Design uart_status_reporter, sky130hd; sources not shown.
clock_nets.png
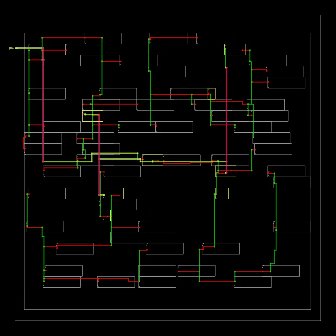
Skew-Pair Late Insertion Delay: 310 ps
Inserted Clock Buffers: 5

clock_wires.png
Bar = 20 um.
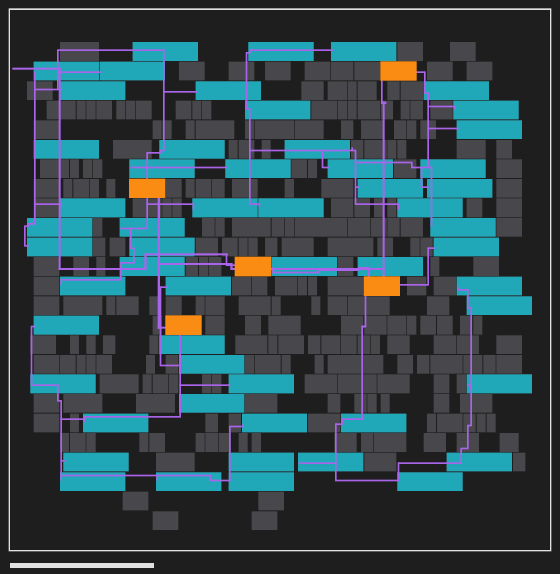
- clock-net drivers: orange (count 5)
- flip-flops: cyan (count 55)
- clock wires: purple (length 637 um)
- flops lie: widely spread
- routed clock nets: 6
clock group total power: 0.496 mW
clock group share of total power: 14.0%

ff_map.png
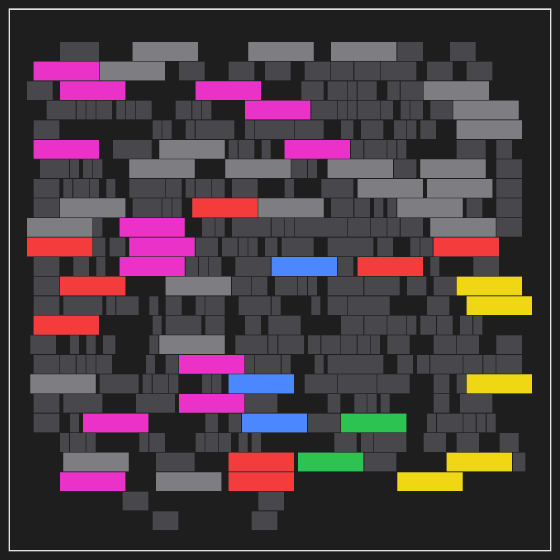
- `state`: green (placed flops 2)
- `cnt`: yellow (placed flops 5)
- `u_slot.pend`: magenta (placed flops 13)
- `idx`: blue (placed flops 3)
- `o_tx_data`: red (placed flops 8)
flip-flop and latch power: 1.57 mW
flop share of the area: 41.6%
utilization after layout: 69.1%

sizing.png
Bar = 20 um.
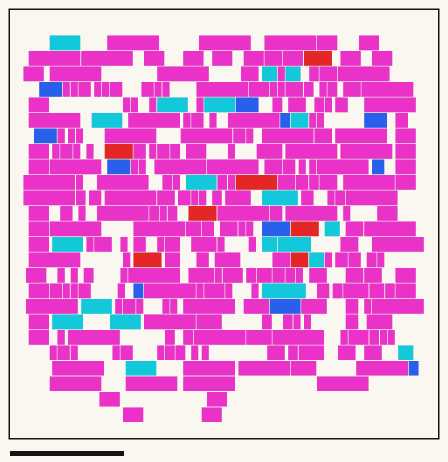
- x3 and x4: cyan (cells 20)
- x6 and larger: red (cells 7)
- x1 and smaller: magenta (cells 269)
- x2: blue (cells 11)
number of buffers other than clock buffers in the final layout: 41
Worst Slack Setup Final: 272 ps
final non-filler cell area: 3310 um2

gates.png
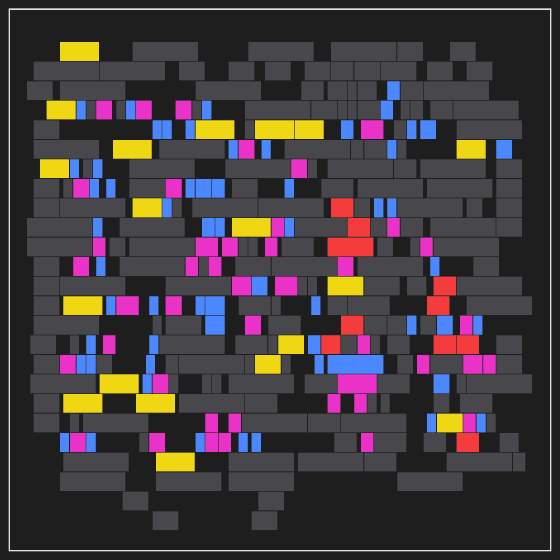
- nand cells: blue (cells 59; most used nand2_1)
- mux cells: yellow (cells 19; most used mux2_4)
- aoi and oai cells: magenta (cells 43; most used a31oi_1)
- non-inverting ao/oa cells: red (cells 10; most used a22o_1; where right middle)
most frequent logic cell in the layout: dfrtp_1
combinational share of cell area: 39.6%
final instance count without filler cells: 374

==> notes.md <==
Here are the numbers from the latest Yosys + OpenROAD run.

The flow ran to the end, and the final reports show no timing, DRC or antenna violations. The pin count of the biggest net entering global routing is 56. The power report attributes to the sequential group a share of 44.1%. The number of warnings in the stage logs is 33. The share of the yosys chip area belonging to registers is 49.5%. The arrival time of data at the critical path endpoint is 2290 ps. After filler insertion, the fill cell instance count of the layout stands at 364. Counting I/O delays and the setup requirement, the final critical path takes 2230 ps. The number of flops mapped to enable cells by yosys is 0. Yosys shows that the main logic family after synthesis is simple AND/OR/NAND/NOR gates. The proportion of layout cells with a drive suffix above 1 is 12.4%.

Summing all multi-input logic gate instances after layout gives 1310 um2. The number of nets produced by synthesis came out at 297. Combinational logic burns 41.9% of the power. Nets still carrying antenna violations after routing amount to 0. The routed wire length per instance came out at 15.1 um. The H-tree generated during clock tree synthesis spans 2 levels. The largest voltage drop on the vdd net came out at 0.570 mV.

In the final design database the tool counted 336 nets. Hold-check failures listed in the final report amount to 0. The total area inside the core boundary comes to 4790 um2. Detailed routing inserted a total of 2064 vias. Per the layout area report, the register area comes to 1380 um2. The cell count after synthesis came out at 267.

Counting the warning lines in the Yosys log gives 0. According to the floorplan report, the total die area is 5640 um2. The worst max-slew margin expressed relative to the limit came out at 55.5%. The start-to-end type of the worst setup path is reg -> reg. The DRC violation total after the first TritonRoute iteration came out at 128. The startpoint kind of the worst setup timing path is a flop. The post-synthesis cell type with the largest instance count is dfrtp_1.

The global-route usage over all layers came out at 22.2%. The largest total area in the synthesized netlist belongs to dfrtp_1. The flip-flop and latch count after synthesis came out at 55. The detailed placement HPWL is 4050 um. The synthesized netlist devotes 5.85% of its cell area to adder and majority cells. The first-pass iteration count of the detailed router is 4.

By instance count after routing, the leading logic cell types are 55 x dfrtp_1, 44 x nand2_1, 33 x clkdlybuf4s50_1, 22 x nor2_1, 15 x a31oi_1. The transition at the pin with the smallest max-transition slack came out at 668 ps. The first-pass GRT wire length is 9420 um. Measured along the x axis, the die boundary spans 75.1 um. The final weighted congestion recorded by global placement is 0.836. The number of antenna violations at the first check in global routing was 0. For flop-to-flop paths, the worst setup slack is 270 ps. Of the available clock period, the critical path in the final layout requires 89.1%. The number of setup violations in the final report came out at 0.

Per the synthesis report, the AND-OR/OR-AND share of the synthesized area is 12.9%. The switching power is 1.37 mW. Setup repair after global routing left no endpoint under its margin. The synthesis run shows the most used standard cells to be 55 x dfrtp_1, 44 x nand2_1, 22 x nor2_1. The repair_antennas step left the layout with diodes totalling 0.

The area growth from synthesis to layout came out at 18.8%. The internal power component is 2.19 mW. The sum of internal, switching and leakage power came out at 3.56 mW.

The cell depth of the worst flop-to-flop path came out at 6. Using the TritonRoute via totals, the vias-per-cell ratio works out to 5.52. The library cell used as clock root buffer is clkbuf_8. The clock-pin slew reported for the worst setup and hold paths after clock tree synthesis is 100 ps.

The mean cell area of the mapped netlist is 10.4 um2. The switching portion of total power comes to 38.4%. The number of DRC violations after detailed routing is 0.

The final-layout setup total negative slack is 0 ps. TritonCTS reports the number of clock sinks as 55. The mapped cell area is 2780 um2. STA classifies the critical path endpoint as a flop. The count of buffers added on input and output ports is 34. After synthesis, the design contains 267 cells according to Yosys. The via count of the first global-routing pass is 2068. The required time at the endpoint of the critical path came out at 2560 ps. Pin placement for this block handled 35 I/O pins. The power per standard cell area came out at 1080 nW/um2. The die span in y came out at 75.1 um.

Post-CTS repair ended up resizing 0 cells. For reference, XOR and XNOR gates occupy 2.20% of the area reported after synthesis. The leakage power total is 1.49 nW.

The maximum fanout encountered on the critical timing path is 13. The fraction of registers with async set or reset after synthesis is 100%. The area fraction in mux cells came out at 8.99%. The commonest register cell is dfrtp_1.
layer usage:
metal	wire [um]	GRT usage [%]	vias up
li1	-	-	1002
met1	2470	29.5	1011
met2	2890	37.1	41
met3	193	3.61	10
met4	88	7.80	0
met5	0	0	-
final cells by class:
type,count,area share [%]
Sequential cell,55,41.6
Clock inverter,3,0.568
Clock buffer,5,2.08
Timing Repair Buffer,41,12.1
Multi-Input combinational cell,190,39.6
Tap cell,67,2.53
Inverter,13,1.48
cell families (layout without fill, tap and decap cells):
group | Yosys count | count (layout)
AND-OR/OR-AND | 53 | 53
XOR/XNOR | 7 | 7
adder cells (fa/ha/maj) | 13 | 13
buffers and inverters | 22 | 62
flip-flops | 55 | 55
multiplexers | 19 | 19
AND/OR/NAND/NOR | 98 | 98
stage by stage:
stage	instance area (um2)	std cells	hold WS (ps)	worst slack, ps
6_report	3310	374	29.2	272
3_3_place_gp	3220	366	317	273
3_5_place_dp	3220	366	327	245
5_1_grt	3310	374	111	48.5
4_1_cts	3310	374	56.3	267
2_1_floorplan	2780	267	-70.6	406
worst max-delay path: stages (launching register included):
cell	delay [ps]
dfrtp_1	420
inv_1	120
ha_1	380
nand2_1	190
nor3_4	180
a22o_4	320
mux2_2	360
power by group through the flow:
stage	Clock, mW	Combinational (mW)	Sequential, mW
after global routing	0.538	1.66	1.61
final	0.496	1.49	1.57
after CTS	0.511	1.50	1.57
after detailed placement	0	1.50	1.58
after floorplan	0	0.908	1.62
after global placement	0	1.43	1.56
No activity file was given, so power comes from the tool's default toggle rates.
